[src/rtl/mem_port_arbiter.sv]
// Round-robin arbiter sequencing a shared byte-addressed RAM between the instruction-fetch
// port and the data port, with size/alignment checking and zero-extended read capture.
module mem_port_arbiter #(
  parameter int unsigned ADDR_WIDTH = 14,
  parameter int unsigned DATA_WIDTH = 32,
  parameter int unsigned RD_LATENCY = 1
) (
  input  logic                  clk,
  input  logic                  rst,
  input  logic                  if_req,
  input  logic [ADDR_WIDTH-1:0] if_addr,
  output logic                  if_done,
  output logic                  if_err,
  output logic [DATA_WIDTH-1:0] if_rdata,
  input  logic                  d_req,
  input  logic                  d_we,
  input  logic [1:0]            d_size,
  input  logic [ADDR_WIDTH-1:0] d_addr,
  input  logic [DATA_WIDTH-1:0] d_wdata,
  output logic                  d_done,
  output logic                  d_err,
  output logic [DATA_WIDTH-1:0] d_rdata,
  output logic [ADDR_WIDTH-1:0] ram_address,
  output logic [DATA_WIDTH-1:0] ram_data_input,
  input  logic [DATA_WIDTH-1:0] ram_data_output,
  output logic                  ram_cs,
  output logic                  ram_we,
  output logic                  ram_oe,
  output logic [1:0]            ram_data_size,
  output logic                  busy
);

  localparam int unsigned CntW = 3;
  localparam logic [CntW-1:0] CntLast = CntW'(RD_LATENCY - 1);

  typedef enum logic [1:0] {StIdle, StAccess, StDone} state_e;

  state_e                state_q, state_d;
  logic                  last_data_q, last_data_d;  // 1: most recent grant went to data port
  logic                  own_data_q, own_data_d;    // owner of the operation in flight
  logic [ADDR_WIDTH-1:0] addr_q, addr_d;
  logic [1:0]            size_q, size_d;
  logic                  we_q, we_d;
  logic [DATA_WIDTH-1:0] wdata_q, wdata_d;
  logic [CntW-1:0]       cnt_q, cnt_d;
  logic                  cs_q, cs_d;
  logic                  wen_q, wen_d;
  logic                  oe_q, oe_d;
  logic                  busy_q, busy_d;
  logic                  if_done_q, if_done_d;
  logic                  if_err_q, if_err_d;
  logic [DATA_WIDTH-1:0] if_rdata_q, if_rdata_d;
  logic                  d_done_q, d_done_d;
  logic                  d_err_q, d_err_d;
  logic [DATA_WIDTH-1:0] d_rdata_q, d_rdata_d;

  logic                  pick_data;
  logic                  req_we;
  logic                  bad_align;
  logic [1:0]            req_size;
  logic [ADDR_WIDTH-1:0] req_addr;
  logic [DATA_WIDTH-1:0] rd_masked;

  always_comb begin
    // On a tie the port that did not win last time is served.
    pick_data = d_req & (~if_req | ~last_data_q);
    req_size  = pick_data ? d_size : 2'b11;
    req_addr  = pick_data ? d_addr : if_addr;
    req_we    = pick_data & d_we;
    case (req_size)
      2'b01:   bad_align = 1'b1;
      2'b10:   bad_align = req_addr[0];
      2'b11:   bad_align = |req_addr[1:0];
      default: bad_align = 1'b0;
    endcase
  end

  always_comb begin
    case (size_q)
      2'b00:   rd_masked = {{(DATA_WIDTH-8){1'b0}}, ram_data_output[7:0]};
      2'b10:   rd_masked = {{(DATA_WIDTH-16){1'b0}}, ram_data_output[15:0]};
      default: rd_masked = ram_data_output;
    endcase
  end

  always_comb begin
    state_d     = state_q;
    last_data_d = last_data_q;
    own_data_d  = own_data_q;
    addr_d      = addr_q;
    size_d      = size_q;
    we_d        = we_q;
    wdata_d     = wdata_q;
    cnt_d       = cnt_q;
    cs_d        = cs_q;
    wen_d       = wen_q;
    oe_d        = oe_q;
    busy_d      = busy_q;
    if_done_d   = 1'b0;
    if_err_d    = 1'b0;
    if_rdata_d  = if_rdata_q;
    d_done_d    = 1'b0;
    d_err_d     = 1'b0;
    d_rdata_d   = d_rdata_q;

    case (state_q)
      StIdle: begin
        if (if_req || d_req) begin
          last_data_d = pick_data;
          own_data_d  = pick_data;
          addr_d      = req_addr;
          size_d      = req_size;
          we_d        = req_we;
          wdata_d     = pick_data ? d_wdata : '0;
          busy_d      = 1'b1;
          if (bad_align) begin
            state_d = StDone;
            if (pick_data) begin
              d_done_d  = 1'b1;
              d_err_d   = 1'b1;
              d_rdata_d = '0;
            end else begin
              if_done_d  = 1'b1;
              if_err_d   = 1'b1;
              if_rdata_d = '0;
            end
          end else begin
            state_d = StAccess;
            cnt_d   = '0;
            cs_d    = 1'b1;
            wen_d   = req_we;
            oe_d    = ~req_we;
          end
        end
      end
      StAccess: begin
        cnt_d = cnt_q + 1'b1;
        if (cnt_q == CntLast) begin
          state_d = StDone;
          cs_d    = 1'b0;
          wen_d   = 1'b0;
          oe_d    = 1'b0;
          // Only this edge samples the RAM bus, so a floating bus is never captured.
          if (own_data_q) begin
            d_done_d  = 1'b1;
            d_rdata_d = we_q ? '0 : rd_masked;
          end else begin
            if_done_d  = 1'b1;
            if_rdata_d = rd_masked;
          end
        end
      end
      StDone: begin
        state_d = StIdle;
        busy_d  = 1'b0;
      end
      default: state_d = StIdle;
    endcase
  end

  always_ff @(posedge clk or posedge rst) begin
    if (rst) begin
      state_q     <= StIdle;
      last_data_q <= 1'b1;
      own_data_q  <= 1'b0;
      addr_q      <= '0;
      size_q      <= 2'b00;
      we_q        <= 1'b0;
      wdata_q     <= '0;
      cnt_q       <= '0;
      cs_q        <= 1'b0;
      wen_q       <= 1'b0;
      oe_q        <= 1'b0;
      busy_q      <= 1'b0;
      if_done_q   <= 1'b0;
      if_err_q    <= 1'b0;
      if_rdata_q  <= '0;
      d_done_q    <= 1'b0;
      d_err_q     <= 1'b0;
      d_rdata_q   <= '0;
    end else begin
      state_q     <= state_d;
      last_data_q <= last_data_d;
      own_data_q  <= own_data_d;
      addr_q      <= addr_d;
      size_q      <= size_d;
      we_q        <= we_d;
      wdata_q     <= wdata_d;
      cnt_q       <= cnt_d;
      cs_q        <= cs_d;
      wen_q       <= wen_d;
      oe_q        <= oe_d;
      busy_q      <= busy_d;
      if_done_q   <= if_done_d;
      if_err_q    <= if_err_d;
      if_rdata_q  <= if_rdata_d;
      d_done_q    <= d_done_d;
      d_err_q     <= d_err_d;
      d_rdata_q   <= d_rdata_d;
    end
  end

  assign ram_address    = addr_q;
  assign ram_data_input = wdata_q;
  assign ram_data_size  = size_q;
  assign ram_cs         = cs_q;
  assign ram_we         = wen_q;
  assign ram_oe         = oe_q;
  assign busy           = busy_q;
  assign if_done        = if_done_q;
  assign if_err         = if_err_q;
  assign if_rdata       = if_rdata_q;
  assign d_done         = d_done_q;
  assign d_err          = d_err_q;
  assign d_rdata        = d_rdata_q;

endmodule

[config.mk]
export PLATFORM = sky130hd
export DESIGN_NAME = mem_port_arbiter
export DESIGN_NICKNAME = d
export VERILOG_FILES = /design/src/rtl/mem_port_arbiter.sv
export SDC_FILE = /design/constraint.sdc
export NUM_CORES = 1
export LEC_CHECK = 0
export CORE_MARGIN = 2
export CORE_UTILIZATION = 40
export CTS_BUF_LIST = sky130_fd_sc_hd__clkbuf_4 sky130_fd_sc_hd__clkbuf_8
export DETAILED_ROUTE_END_ITERATION = 10
export PLACE_DENSITY = 0.79
export SYNTH_ARGS = -nofsm -noshare
export SYNTH_HDL_FRONTEND = slang
export SYNTH_SLANG_ARGS = --single-unit
[constraint.sdc]
create_clock -name clk -period 3.95 [get_ports clk]
set_input_delay 0.79 -clock clk [delete_from_list [all_inputs] [get_ports clk]]
set_output_delay 0.79 -clock clk [all_outputs]
set_load 0.005 [all_outputs]
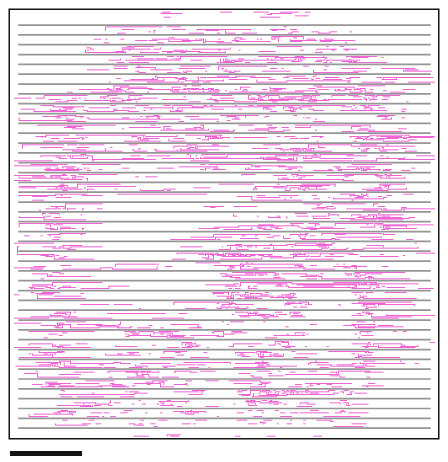
Figure 1: signal wires on met1.
Bar = 20 um. Supply wires on this layer in gray.
nets with wire on the layer: 672
main direction: horizontal
share of all routed wire: 42%
longest straight run: 25.3 um

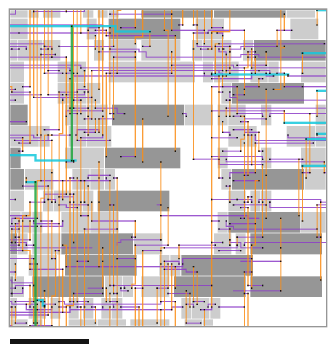
Figure 2: a small window of the routed layout.
Bar = 10 um. Region (69, 10) to (109, 50) um. Cells in gray, sequential cells in the stronger gray; small squares are vias.
[orange] M2
[green] M4
[cyan] M3
[purple] M1
most frequent: nand2_1 (25), clkdlybuf4s50_1 (15), dfrtp_1 (14)
netlist names of flops here include: ram_address (11)
sequential cells in the window: 15
cells with their middle in the window: 99

==> notes.md <==
The full implementation flow was run.

Clock latency on the worst-skew pair, taken at its later pin, is 440 ps. The post-synthesis compound-gate area fraction stands at 25.02%. The area overhead of the layout relative to synthesis stands at 54.06%. The HPWL after detailed placement stands at 10580 um. The worst vdd rail ir drop stands at 0.3620 mV. The maximum number of pins on one net before global-route repair stands at 46. The register-to-register setup slack stands at 1340 ps. The finished design was reported to have a net count of around 770. For reference, XOR and XNOR gates occupy 0.1673% of the area reported after synthesis.

In this run the worst setup path begins at d_req. Counting pins that exceed their max-slew limit in the final report gives 0. For this run, the chip area from Yosys synthesis comes to 5235 um2. The clock tree skew after final layout stands at ~12 ps. The leakage dissipation stands at 0.003518 uW. Yosys reports that the most numerous cell types are dfrtp_1, a22o_1, inv_1. The share of the synthesized area in the top cell type stands at 60.71%. The final layout reports a setup TNS of 0 ps. After clock tree synthesis, the repair step resized 0 gates. The floorplan step records an initial core utilization of around two fifths. In this run the cell area of the synthesized design comes to 5235 um2. The standard cell core area stands at 12720 um2. In the Yosys report, the sequential cells make up between 60% and 70% of the chip area. The library cell used most frequently in the layout, excluding fill and tap cells, is clkdlybuf4s50_1. The worst reg2reg path depth stands at 6. The residual overflow from global routing stands at 0. The required time at the endpoint of the critical path stands at 4330 ps. The final RePlAce weighted congestion stands at 0.8101. Clock tree synthesis selected as its root buffer the cell clkbuf_8. The routed layout reports a DRC error count of 0. Note that the worst hold path type here is flop to flop. The design draws 6660 uW. The worst hold path terminates at we_q$_DFFE_PP0P_. The number of nets at floorplan stands at about 550. STA classifies the critical path endpoint as a flop. The number of top-level pins stands at 219. The area fraction in mux cells stands at 0.1912%. Yosys attributes the largest share of cell area to dfrtp_1, a22o_1, a22oi_1.

The report counts max-capacitance violations totalling 0. For this design, Yosys synthesis ends with a cell count of 449. The ratio of final minimum period to clock period stands at roughly two thirds.

The worst register-to-register path begins at cnt_q[0]$_DFFE_PP0P_. The worst setup path is launched from an input port. The per-cell via count in the routed design stands at 5.200. The actual transition at the worst max-transition pin stands at around 1200 ps. Of the combinational cells, the family taking the most area is AND-OR/OR-AND gates. Yosys instantiated no cell more often than dfrtp_1.

dfrtp_1 takes more of the synthesized area than any other cell. The flip-flop and latch count after synthesis stands at 128. After the first detailed-routing iteration, the DRC count stood at 324.

The data arrival time of the critical path stands at 3020 ps. The maximum level of the CTS H-tree stands at 4. The utilization after layout stands at a little under two thirds. The number of buffers added for setup after CTS stands at 0. Summed over all routing layers, the global router reports a total usage of 21.76%. The endpoint identified for the worst register-to-register timing path is d_rdata[24]$_DFFE_PP0P_.

The fmax stands at 379.5 MHz. The die span in x stands at 118.4 um. TritonCTS built the clock tree. In the Yosys stats the netlist draws on 42 distinct library cells. Counting endpoints that fail hold in the final report gives 0. The pre-antenna-repair detailed-routing pass consisted of 5 iterations. The synthesized area per cell stands at about 12 um2.

The gate count of the mapped netlist stands at between 400 and 500. The routed design shows a wire length per standard cell of 17.55 um. Counting flops with a built-in enable in the synthesized netlist gives 0. Port buffering added 218 buffers. The clock net in this run drives a total of 128 sinks. The post-synthesis adder-cell area fraction stands at less than 1%. The synthesized netlist devotes 6.883% of its cell area to simple gates. The initial antenna violation count is 0.

On the reported timing paths, the clock transition at the registers reads about 80 ps. The library cells used most frequently in the layout, excluding fill and tap cells, are clkdlybuf4s50_1, dfrtp_1, a22o_1, inv_1, nand2_1. The fraction of layout cells with a size suffix above 1 stands at 8.542%. According to the timing report, the critical path is captured at if_rdata[9]$_DFFE_PP0P_. In this run, CTS created clock tree buffers numbering 17. The number of placed instances, taps included stands at between 800 and 900.

The first global-routing pass estimated 24160 um of wire. The number of nets with antenna violations after detailed routing stands at 0. Of all nets on the critical path, the largest fanout is 33. Per the OpenROAD floorplan log, the area of the die is 14020 um2. In the synthesized netlist the async set-or-reset flop fraction comes to 100.0%.

The commonest register cell is dfrtp_1. The number of antenna diodes in the final layout is 0. The number of global-route vias before repair was 4595. The final report lists the setup-violating endpoint count as 0. The flow ran to the end, and the final reports show no timing, DRC or antenna violations. After filler insertion, the fill cell instance count of the layout stands at 1042. The clock period minus final worst setup slack stands at 2635 ps.

For this design, the CTS-stage hold fixing added 0 buffers. The depth of the worst hold-timing path stands at 2. The height of the die stands at about 120 um.

The worst slew slack as a fraction of its limit stands at 21.52%. Setup repair after global routing left no endpoint under its margin. The number of warnings reported in the yosys synthesis log stands at 0. In this run the power density over the cells is 825.7 nW/um2. Warnings raised by the tools during the run amount to 27.

The critical path is of the input port to flop type. The number of buffers on the longest clock path stands at 2. Row generation in the floorplan step produced 41 rows.
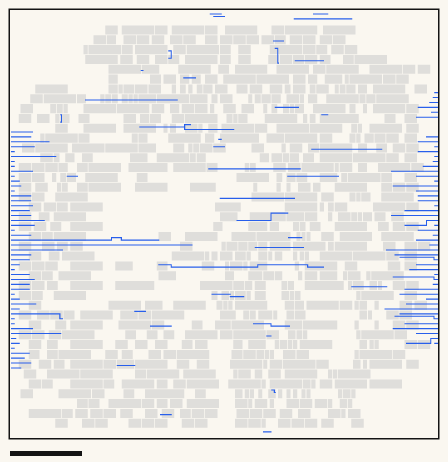
Figure 3: M3 wires.
Bar = 20 um. Cells faint in the background.
nets with wire on the layer: 119
main direction: horizontal
share of all routed wire: 6.3%
longest straight run: 49.9 um
met3 Track Usage GR: 5.936%
via count of the routed design: 4425
Final Routed Wirelength: 14940 um

-- final cells by class --
cell class / instances / area (um2) / share of cell area (%)
inverter: 39 / 150.1 / 1.862
timing repair buffer: 226 / 2267 / 28.11
multi-input combinational: 254 / 1734 / 21.50
clock inverter: 13 / 232.7 / 2.886
clock buffer: 19 / 261.5 / 3.242
tap: 172 / 215.2 / 2.668
sequential: 128 / 3204 / 39.73
-- power breakdown --
| group | total (uW) | leakage [uW] | switching (uW) | internal, uW |
|---|---|---|---|---|
| clock network | 1390 | 0.000246 | 537 | 852 |
| logic | 2880 | 0.00164 | 1210 | 1670 |
| registers | 2390 | 0.00163 | 451 | 1940 |
-- stage by stage --
step / area [um2] / setup WS, ps / hold WS [ps]
floorplan: 5239 / 1580 / 441.3
global placement: 7571 / 988.7 / 464.2
detailed placement: 7571 / 859.9 / 484.6
CTS: 8065 / 1320 / 504.9
global route: 8065 / 1067 / 510.3
finish: 8065 / 1315 / 499.9
-- flip-flops by register name, indices dropped and copies added (netlist names), 2 cells and up --
name            cells
ram_data_size       2
ram_address        14
state_q             2
d_rdata            32
cnt_q               3
if_rdata           32
ram_data_input     32
-- logic make-up (layout without fill, tap and decap cells) --
group / after synthesis / after routing
compound gates: 170 / 170
xor+xnor: 1 / 1
fa+ha+maj: 2 / 2
buf+inv: 67 / 297
flops: 128 / 128
mux: 1 / 1
simple gates: 80 / 80
-- worst max-delay path: stages --
cell and delay, ps:
clkdlybuf4s50_1 560, a21boi_4 250, buf_4 300, nand2_1 260, o221ai_4 250, buf_4 380
a22o_1 210
-- per-layer routing --
layer / GRT usage [%] / up-vias / share of wire, %
met3: 5.936 / 22 / 6.3
met2: 36.20 / 161 / 50
li1: - / 2063 / -
met5: 0 / - / 0
met4: 8.259 / 0 / 1.8
met1: 27.11 / 2179 / 42
No activity file was given, so power comes from the tool's default toggle rates.
